`config.mk`:
```
export PLATFORM = sky130hd
export DESIGN_NAME = noc_out_port_arbiter
export DESIGN_NICKNAME = d
export VERILOG_FILES = /design/src/rtl/noc_out_port_arbiter.sv
export SDC_FILE = /design/constraint.sdc
export NUM_CORES = 1
export LEC_CHECK = 0
export ABC_AREA = 1
export CAP_MARGIN = 10
export CELL_PAD_IN_SITES_DETAIL_PLACEMENT = 0
export CELL_PAD_IN_SITES_GLOBAL_PLACEMENT = 1
export CORE_MARGIN = 2
export CORE_UTILIZATION = 30
export DETAILED_ROUTE_END_ITERATION = 8
export MAX_ROUTING_LAYER = met4
export PLACE_DENSITY_LB_ADDON = 0.1
export SETUP_SLACK_MARGIN = 0.2
export SKIP_CTS_REPAIR_TIMING = 1
export SYNTH_ARGS = -nofsm -noshare
export SYNTH_HDL_FRONTEND = slang
export SYNTH_SLANG_ARGS = --single-unit
```
`constraint.sdc`:
```
create_clock -name clk -period 1.7 [get_ports clk]
set_input_delay 0.34 -clock clk [delete_from_list [all_inputs] [get_ports clk]]
set_output_delay 0.34 -clock clk [all_outputs]
set_load 0.05 [all_outputs]
```
`src/rtl/noc_out_port_arbiter.sv`:
```
// noc_out_port_arbiter: round-robin arbiter with a single-flit output register
// for one switch output port. It grants one requester per cycle and holds the
// registered flit until downstream accepts it.
// Optional macro AGE_PRIO_EN: per-requester age counters. A requester that has
// waited AGE_LIMIT cycles overrides the round-robin pointer.
module noc_out_port_arbiter #(
    parameter int unsigned N_REQ       = 3,
    parameter int unsigned data_width  = 8,
    parameter int unsigned x_size      = 2,
    parameter int unsigned y_size      = 2,
    parameter int unsigned total_width = 2*x_size + 2*y_size + data_width,
    parameter int unsigned AGE_LIMIT   = 8
) (
    input  logic                         clk,
    input  logic                         rstn,
    input  logic [N_REQ-1:0]             i_req,
    input  logic [N_REQ*total_width-1:0] i_data,
    output logic [N_REQ-1:0]             o_gnt,
    output logic                         o_valid,
    output logic [total_width-1:0]       o_data,
    input  logic                         i_ready,
    output logic [1:0]                   o_state,
    output logic [15:0]                  o_stall_cycles
);

    localparam int unsigned PTR_W = (N_REQ > 1) ? $clog2(N_REQ) : 1;

    typedef enum logic [1:0] {
        ST_IDLE   = 2'd0,
        ST_ACTIVE = 2'd1,
        ST_HOLD   = 2'd2
    } state_e;

    state_e                 state_q, state_d;
    logic                   valid_q, valid_d;
    logic [total_width-1:0] data_q, data_d;
    logic [PTR_W-1:0]       ptr_q, ptr_d;
    logic [15:0]            stall_q, stall_d;

    logic                   load;
    logic                   win_found;
    logic [PTR_W-1:0]       win_idx;
    logic [N_REQ-1:0]       gnt;
    logic                   any_gnt;
    logic [total_width-1:0] sel_data;
    logic [N_REQ-1:0]       aged;

`ifdef AGE_PRIO_EN
    localparam int unsigned AGE_W = $clog2(AGE_LIMIT + 1);

    logic [AGE_W-1:0] age_q [N_REQ];
    logic [AGE_W-1:0] age_d [N_REQ];

    // Flag requesters still asking that have waited up to the age limit
    always_comb begin
        aged = '0;
        for (int unsigned k = 0; k < N_REQ; k++) begin
            aged[k] = i_req[k] && (age_q[k] == AGE_W'(AGE_LIMIT));
        end
    end

    // Age counts waiting cycles; cleared when granted or when the request drops
    always_comb begin
        for (int unsigned k = 0; k < N_REQ; k++) begin
            age_d[k] = age_q[k];
            if (!i_req[k] || gnt[k]) begin
                age_d[k] = '0;
            end else if (age_q[k] != AGE_W'(AGE_LIMIT)) begin
                age_d[k] = age_q[k] + AGE_W'(1);
            end
        end
    end

    // Age counter registers
    always_ff @(posedge clk or negedge rstn) begin
        if (!rstn) begin
            for (int unsigned k = 0; k < N_REQ; k++) begin
                age_q[k] <= '0;
            end
        end else begin
            for (int unsigned k = 0; k < N_REQ; k++) begin
                age_q[k] <= age_d[k];
            end
        end
    end
`else
    assign aged = '0;
`endif

    assign load = ~valid_q | i_ready;

    // Winner search: aged override first, else first request at or above ptr, else wrap to lowest
    always_comb begin
        logic             hi_found, lo_found, age_found;
        logic [PTR_W-1:0] hi_idx, lo_idx, age_idx;
        hi_found  = 1'b0;
        lo_found  = 1'b0;
        age_found = 1'b0;
        hi_idx    = '0;
        lo_idx    = '0;
        age_idx   = '0;
        for (int unsigned k = 0; k < N_REQ; k++) begin
            if (aged[k] && !age_found) begin
                age_found = 1'b1;
                age_idx   = PTR_W'(k);
            end
            if (i_req[k] && (k >= 32'(ptr_q)) && !hi_found) begin
                hi_found = 1'b1;
                hi_idx   = PTR_W'(k);
            end
            if (i_req[k] && !lo_found) begin
                lo_found = 1'b1;
                lo_idx   = PTR_W'(k);
            end
        end
        win_found = lo_found;
        if (age_found) begin
            win_idx = age_idx;
        end else if (hi_found) begin
            win_idx = hi_idx;
        end else begin
            win_idx = lo_idx;
        end
    end

    // One-hot grant and winner payload mux; suppressed in reset and while stalled
    always_comb begin
        gnt      = '0;
        sel_data = '0;
        for (int unsigned k = 0; k < N_REQ; k++) begin
            gnt[k] = rstn && load && win_found && (win_idx == PTR_W'(k));
            if (gnt[k]) begin
                sel_data = i_data[k*total_width +: total_width];
            end
        end
    end

    assign any_gnt = |gnt;

    // Next-state for output register, pointer, stall counter and FSM
    always_comb begin
        valid_d = valid_q;
        data_d  = data_q;
        ptr_d   = ptr_q;
        stall_d = stall_q;
        state_d = state_q;

        if (load) begin
            valid_d = any_gnt;
        end
        if (any_gnt) begin
            data_d = sel_data;
            ptr_d  = (win_idx == PTR_W'(N_REQ - 1)) ? '0 : win_idx + PTR_W'(1);
        end
        if (valid_q && !i_ready && (stall_q != 16'hFFFF)) begin
            stall_d = stall_q + 16'd1;
        end

        case (state_q)
            ST_IDLE:   state_d = any_gnt ? ST_ACTIVE : ST_IDLE;
            ST_ACTIVE,
            ST_HOLD: begin
                if (!i_ready) begin
                    state_d = ST_HOLD;
                end else if (any_gnt) begin
                    state_d = ST_ACTIVE;
                end else begin
                    state_d = ST_IDLE;
                end
            end
            default:   state_d = ST_IDLE;
        endcase
    end

    // Registered state, output flit, pointer and stall counter
    always_ff @(posedge clk or negedge rstn) begin
        if (!rstn) begin
            state_q <= ST_IDLE;
            valid_q <= 1'b0;
            data_q  <= '0;
            ptr_q   <= '0;
            stall_q <= '0;
        end else begin
            state_q <= state_d;
            valid_q <= valid_d;
            data_q  <= data_d;
            ptr_q   <= ptr_d;
            stall_q <= stall_d;
        end
    end

    assign o_gnt          = gnt;
    assign o_valid        = valid_q;
    assign o_data         = data_q;
    assign o_state        = state_q;
    assign o_stall_cycles = stall_q;

endmodule
```
Figure 1. Cells by drive strength (run 1).
(6 px per um)
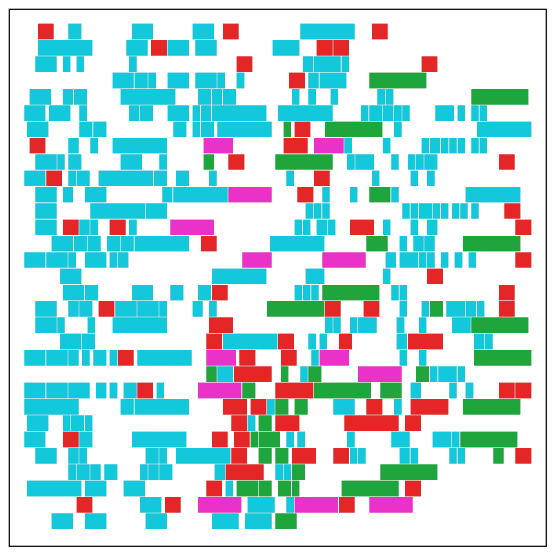
magenta -> x6 and larger  # cells 13, share 3.3%
red -> x3 and x4  # cells 65, share 16%
green -> x2  # cells 39, share 9.8%
cyan -> x1 and smaller  # cells 281, share 71%
signed area change from the synthesized netlist to the final layout: 62.5%
Worst Setup Slack, final: -0.0320 ns

Figure 2. Signal wires on met2 (run 1).
(3 px per um)
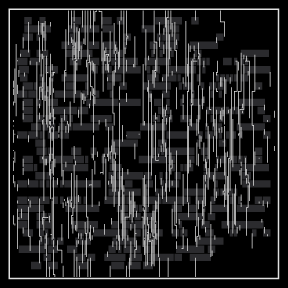
main direction = vertical
longest straight run = 42.2 um
via total after detailed routing: 2307
wirelength, routed: 6530 um
grt met2 use: 0.292

==> notes.md, run 1 <==
Observations from the implementation run.

GRT:
- The run puts the met1 usage at 0.213.
- The global routing stage identified its most utilized layer as met2.
- The run puts the global-route congestion overflow total at 0.
- Overall routing resource usage recorded by global route was 0.177.
- The run puts the global-route wire length before repair at 10500 um.

Logic synthesis:
- The run gives the synthesized-area fraction occupied by ao, oa, aoi and oai cells as 0.0172.
- The run puts the synthesized area at 2180 sq um.
- Per the synthesis report, the adder-cell share of the synthesized area is 0.0172.
- Of the post-synthesis cell area, the dominant cell type holds 0.425.
- The synthesis report lists the most area-consuming cells as sky130_fd_sc_hd__dfrtp_1 42%, sky130_fd_sc_hd__nand2_1 18%, sky130_fd_sc_hd__nand4_1 10%.
- The run puts the parity-gate share of the synthesized area counting xor and xnor cells at 0.0402.
- In this run, synthesis produced a sequential element count of 37.
- Measured against the total synthesized area, the mux share comes to 0.
- Per the post-synthesis report, the number of cells in the design is 288.
- The run gives the synthesized area divided by synthesized cell count as 7.57 sq um.
- The biggest area contributor in the post-synthesis netlist is sky130_fd_sc_hd__dfrtp_1.
- Sorting the synthesized cells by how often they occur yields 104 x sky130_fd_sc_hd__nand2_1, 37 x sky130_fd_sc_hd__dfrtp_1, 35 x sky130_fd_sc_hd__nand4_1, 28 x sky130_fd_sc_hd__nand3_1, 21 x sky130_fd_sc_hd__inv_1.
- Warnings reported by Yosys during synthesis add up to 0.
- The run gives the proportion of register bits with asynchronous set or reset after synthesis as 1.00.
- The run puts the post-synthesis cell type count at 25.
- After synthesis, the design contains 288 cells according to Yosys.
- The run gives the synthesized-area fraction occupied by and/or/nand/nor cells as 0.426.
- The run puts the count of flip-flops with a built-in enable after synthesis at 0.
- The run puts the net count of the mapped netlist at 345.
- The run puts the sequential area share after synthesis at 0.425.

Final layout:
- The run puts the non-clock buffer contribution to total cell area at 0.307.
- The run gives the ratio of cells with drive above 1 in the final layout as 0.294.
- The run gives the flip-flop and latch area as 943 sq um.
- For this run, the post-layout net count is 454.
- The run puts the count of antenna diodes in the layout at 0.
- The run puts the fraction of area in clock buffers and inverters at 0.0233.
- The run gives the final cell utilization of the core as 0.497.
- The run puts the count of inverters not on the clock network in the layout at 24.
- Fill cells in the final layout number 720.
- Ranking logic cells in the layout by count gives the top entries 96 x sky130_fd_sc_hd__nand2_1, 51 x sky130_fd_sc_hd__buf_4, 48 x sky130_fd_sc_hd__clkdlybuf4s50_1.
- The run puts the count of multi-input combinational gates at 216.
- The run gives the count of buffers not belonging to the clock network in the layout as 113.
- The run puts the sequential cell count at 37.
- The run gives the post-route cell area as 3540 sq um.
- The layout report lists the multi-input gate area as 1210 sq um.

Final timing:
- The run gives the final count of hold timing violations as 0.
- Per the timing report, the achievable frequency comes out to 0.577 GHz.
- The run gives the transition time of the tightest slew-check pin as 0.459 ns.
- The run gives the setup TNS after final layout as -0.0320 ns.
- The run puts the setup clock skew after layout at 0.00579 ns.
- The run puts the final-report setup violation count at 1.
- Final hold analysis gives a worst-case slack of 0.191 ns.
- The run gives the count of pins over their slew limit as 0.
- The final timing report derives a shortest allowable period of 1.73 ns.
- The critical path in the final layout is reported with a setup slack of -0.0320 ns.
- The run puts the fraction of the cycle the final worst path needs at 1.02.

Placement:
- The run puts the number of I/O port buffers at 91.
- The run gives the pre-CTS setup slack as -0.205 ns.
- The run puts the cell area reported after detailed placement at 3330 sq um.
- The run puts the HPWL reported at the end of detailed placement at 4740 um.

Setup path:
- In this run the register-to-register setup slack is 0.30 ns.
- The run puts the delay contributed by the slowest stage of the critical path at 0.40 ns.
- For the worst reg-to-reg path, the endpoint reported by OpenROAD is o_data[12]$_DFFE_PN0N_.
- The worst register-to-register path has a depth of 9.
- The run gives the worst setup path category as flip-flop to output port.
- The launch point of the worst register-to-register path is recorded as ptr_q[1]$_DFFE_PN0N_.
- For reference, the critical path is launched at ptr_q[1]$_DFFE_PN0N_.
- The run gives the count of buffering cells on the critical path with inverters included as 4.
- The run puts the arrival time of data at the critical path endpoint at 1.39 ns.
- The run gives the family of cells with the greatest summed delay on the critical path as flip-flops.
- The run puts the highest fanout seen on the critical path at 4.
- The worst setup path is captured at an output port.
- Walking the worst path, the cells encountered are inv_2 > nand2_2 > nand2_2 > inv_2 > nand3_4 > nand3_4 > clkinvlp_4 > buf_12.
- The worst setup path is launched from a flip-flop.
- The run gives the endpoint of the most critical setup path as o_gnt[0].

Die:
- The run gives the floorplan core density as 0.306.
- The run gives the chip footprint as 7970 sq um.
- According to the I/O placement log, the pin count is 92.
- The run gives the inserted tap cell count as 99.
- For reference, the placement row count at floorplan is 31.
- The run gives the core region area as 7140 sq um.

Worst hold path:
- The tightest min-delay check is of the primary input to asynchronous set/reset pin type.

Outcome:
- The checks that failed: negative setup slack.
- The run finished, with violations left.

Detailed routing:
- The run gives the violation tally from detailed-route iteration zero as 60.
- The run gives the ratio of routed vias to standard cells as 4.64.
- The run puts the wire length per cell after detailed routing at 13.1 um.

Pwr:
- The script computed a power per unit cell area of 1050 nW/um^2.
- The run gives the leakage power summed over all cells as 1.62 nW.
- The run puts the total power consumption of the routed design at 3.71 mW.

Clocking:
- The clock reaches the later pin of the worst-skew pair after 0.29 ns.
- On the reported timing paths, the clock transition at the registers reads 0.08 ns.
- The run gives the total number of H-tree levels as 2.
- The tree is rooted in a sky130_fd_sc_hd__clkbuf_8.
- The run gives the deepest clock path buffer count as 2.
- TritonCTS built the clock tree.
- The run puts the total clock buffers created by CTS at 5.

Job:
- The run gives the tool warning count as 29.
- The run gives the reported max-cap violation count as 0.
Figure 3. Selected gate families (run 1).
(6 px per um)
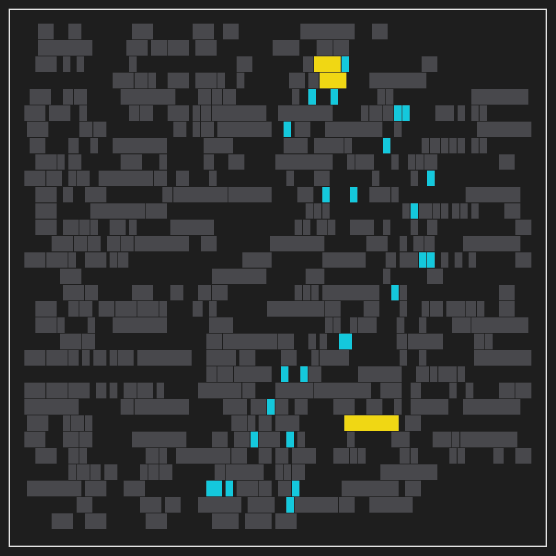
yellow -> fa/ha/maj cells  # cells 3, most used ha_1
cyan -> inv cells  # cells 24, most used inv_1
logic share of the area: 0.341
final standard cell count with taps included and fillers excluded: 497
most common library cell in the layout ignoring fill and taps: sky130_fd_sc_hd__nand2_1

==> run 1: flip-flops by register name, summed over array words and instances (netlist names) <==
name and flops:
o_stall_cycles 16, ptr_q 2, o_data 16, o_valid 1
o_state 2
==> run 1: logic make-up after synthesis <==
family                   count (synthesis)
AND/OR/NAND/NOR                        196
XOR/XNOR                                10
flip-flops                              37
adder cells (fa/ha/maj)                  3
buffers and inverters                   35
AND-OR/OR-AND                            7
==> run 1: where the power goes <==
part           internal [mW]  leakage (nW)  switching, mW
Combinational          0.710          1.12           1.14
Clock                  0.284        0.0450          0.323
Sequential              1.07         0.457          0.178
Total                   2.06          1.62           1.64
==> run 1: layer usage <==
metal  wire [um]  up-vias
li1            -     1170
met1        2850     1066
met2        3200       66
met3         406        5
met4          69        0
met5           0        -
## Run 2: what changed since run 1
Settings changed: CORE_MARGIN 2 to 5, CTS_CLUSTER_SIZE from default to 8, MAX_ROUTING_LAYER met4 to default.
Figure 4. The metal 3 layer (run 2).
(3 px per um)
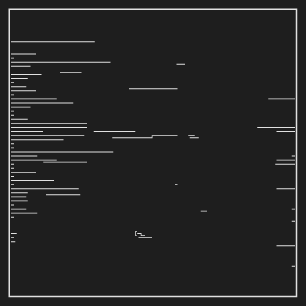
main direction = horizontal
longest straight run = 33.8 um
wire length on this layer = 550 um
share of all routed wire = 7.7%
via total after detailed routing: 2364
met3 Track Usage GR: 0.0616

Figure 5. Congestion heat map (run 2).
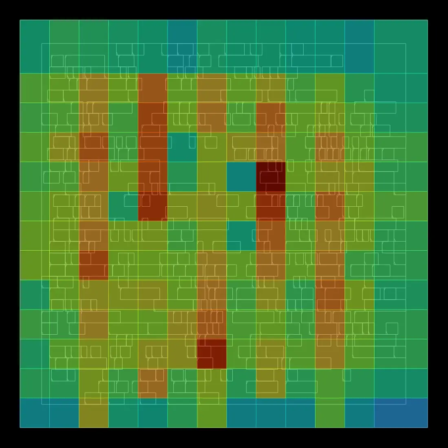
grt met2 use: 0.271
highest-utilization routing layer at the global route stage: met2
met1 usage in global routing: 0.183
Layout Utilization: 0.517
All-Layer GR Usage: 0.158

==> run 2 against run 1 <==
Compared with the run above:
- cell area up 4.7%
- largest power group unchanged
- highest routed layer unchanged
- fmax down 3.7%
- area after synthesis unchanged
- count of clock-buffer cells in the layout up 2
- core utilization up 2.1 points
- sequential power about the same
- die area up 14%
- hold slack better by 0.015 ns
- non-clock buffer count up 2
- the run still ends with negative setup slack left
- sequential share of layout area down 1.2 points
- critical endpoint is now o_gnt[2]
- synthesized cell count unchanged
==> notes.md, run 2 <==
Observations from the implementation run.

Outcome:
- Result of the run: finished with violations (unchanged).
- Violated checks: negative setup slack (unchanged).

Logic synthesis:
- The run gives the synthesized-area fraction occupied by and/or/nand/nor cells as 0.426 (unchanged).
- The run puts the synthesized-area fraction occupied by ao, oa, aoi and oai cells at 0.0172 (unchanged).
- The run gives the proportion of register bits with asynchronous set or reset after synthesis as 1.00 (unchanged).
- The library cell with the largest summed area after synthesis is sky130_fd_sc_hd__dfrtp_1 (unchanged).
- The run puts the area share of fa/ha/maj cells after synthesis at 0.0172 (unchanged).
- The post-synthesis cell type count came to 25 (unchanged).
- The run puts the cell count in the Yosys report at 288 (unchanged).
- The run puts the mux share of post-synthesis cell area at 0 (unchanged).
- Cell types occupying the most area after synthesis: sky130_fd_sc_hd__dfrtp_1 42%, sky130_fd_sc_hd__nand2_1 18%, sky130_fd_sc_hd__nand4_1 10% (unchanged).
- Top post-synthesis cells by count: 104 x sky130_fd_sc_hd__nand2_1, 37 x sky130_fd_sc_hd__dfrtp_1, 35 x sky130_fd_sc_hd__nand4_1, 28 x sky130_fd_sc_hd__nand3_1, 21 x sky130_fd_sc_hd__inv_1 (unchanged).
- The run puts the synthesized area divided by synthesized cell count at 7.57 sq um (unchanged).

Detailed routing:
- The wire length per cell after detailed routing is 14.2 um (was 13.1 um).
- The met2 wire length is 3640 um (was 3200 um).
- The run gives the total routed wire length on the met1 layer as 2850 um (about the same).
- The ratio of routed vias to standard cells was 4.73 (was 4.64).
- The top routing layer in use was met4 (unchanged).
- The violation tally from detailed-route iteration zero came to 52 (was 60).

Final layout:
- The area growth from synthesis to layout is 70.2% (was 62.5%).
- The run puts the final cell count without fillers at 500 (was 497).
- The post-route cell area is 3710 sq um (was 3540 sq um).
- The most frequent logic cell in the layout is sky130_fd_sc_hd__nand2_1 (unchanged).
- Most common logic cells in the final layout: 78 x sky130_fd_sc_hd__nand2_1, 48 x sky130_fd_sc_hd__clkdlybuf4s50_1, 48 x sky130_fd_sc_hd__buf_4 (was 96 x sky130_fd_sc_hd__nand2_1, 51 x sky130_fd_sc_hd__buf_4, 48 x sky130_fd_sc_hd__clkdlybuf4s50_1).
- The run puts the count of antenna diodes in the layout at 0 (unchanged).
- The run puts the net total in the final layout at 457 (was 454).

Final timing:
- The run puts the count of pins over their slew limit at 0 (unchanged).
- The run puts the setup clock skew after layout at 0.00835 ns (was 0.00579 ns).
- The post-route worst hold slack came to 0.207 ns (was 0.191 ns).
- The run gives the final critical delay including setup and external delays as 1.80 ns (was 1.73 ns).
- The run puts the setup TNS after final layout at -0.195 ns (was -0.0320 ns).
- The final count of hold timing violations was 0 (unchanged).
- The run puts the final-report setup violation count at 3 (was 1).
- The fraction of the cycle the final worst path needs came to 1.06 (was 1.02).
- The run gives the transition time of the tightest slew-check pin as 0.510 ns (was 0.459 ns).
- The run puts the setup slack of the critical path after layout at -0.0984 ns (was -0.0320 ns).

Die:
- The run gives the floorplan core density as 0.304 (was 0.306).
- The chip footprint came to 9070 sq um (was 7970 sq um).
- The number of placed I/O pins came to 92 (unchanged).
- The run gives the core region area as 7180 sq um (was 7140 sq um).

Clocking:
- The run gives the total clock buffers created by CTS as 5 (unchanged).
- The run gives the clock latency at the later pin of the worst-skew pair as 0.29 ns (about the same).
- The clock transition at the register clock pins on the worst setup and hold paths after CTS is 0.07 ns (was 0.08 ns).
- The buffer type at the clock tree root was sky130_fd_sc_hd__clkbuf_8 (unchanged).
- The TritonCTS clock tree is yes (unchanged).

Setup path:
- The run gives the reg-to-reg critical path startpoint as o_stall_cycles[1]$_DFFE_PN0P_ (was ptr_q[1]$_DFFE_PN0N_).
- The run gives the worst setup path category as flip-flop to output port (unchanged).
- The critical path endpoint category was an output port (unchanged).
- The run gives the arrival time of data at the critical path endpoint as 1.46 ns (was 1.39 ns).
- The run puts the delay contributed by the slowest stage of the critical path at 0.42 ns (was 0.40 ns).
- The run gives the source of the critical timing path as ptr_q[0]$_DFFE_PN0N_ (was ptr_q[1]$_DFFE_PN0N_).
- The run puts the depth of the worst register-to-register path at 8 (was 9).
- The run puts the count of buffering cells on the critical path with inverters included at 3 (was 4).
- The family of cells with the greatest summed delay on the critical path is simple AND/OR/NAND/NOR gates (was flip-flops).
- The run gives the category of the worst setup path launch point as a flip-flop (unchanged).
- The highest fanout seen on the critical path came to 3 (was 4).

Pwr:
- The run gives the total power consumption of the routed design as 3.89 mW (was 3.71 mW).
- The run puts the share of power burned in the clock network at 0.166 (was 0.164).
- The run puts the combinational power at 1.99 mW (was 1.85 mW).
- The run puts the combinational group share of total power at 0.512 (was 0.499).
- The leakage power summed over all cells is 1.71 nW (was 1.62 nW).
- The run gives the switching power as 1.70 mW (was 1.64 mW).

Job:
- The run gives the tool warning count as 29 (unchanged).
- The run puts the reported max-cap violation count at 0 (unchanged).

GRT:
- The run gives the global-route wire length before repair as 11200 um (was 10500 um).
- The global-route congestion overflow total is 0 (unchanged).

Placement:
- The pre-CTS setup slack was -0.223 ns (was -0.205 ns).
- The cell area reported after detailed placement is 3340 sq um (was 3330 sq um).
## run 2: cell types whose count changed in the layout (fill, tap and decap cells not counted), moves of 3 or more
cell / previous run / this run
sky130_fd_sc_hd__buf_4: 51 / 48
sky130_fd_sc_hd__nand2_4: 3 / 9
sky130_fd_sc_hd__nor2_2: 4 / 1
sky130_fd_sc_hd__buf_6: 0 / 5
sky130_fd_sc_hd__o21ai_0: 5 / 2
sky130_fd_sc_hd__nand2_2: 8 / 19
sky130_fd_sc_hd__nand2_1: 96 / 78
## run 2: cell type report
type,count,area (sq um)
multi-input cells,216,1300
flip-flops and latches,37,943
clock buffers,8,90.1
repair buffers,115,1140
inverters,24,106
repair inverters,1,8.76
fillers,689,3460
well taps,99,124
Power is estimated from default activity; no workload was simulated.
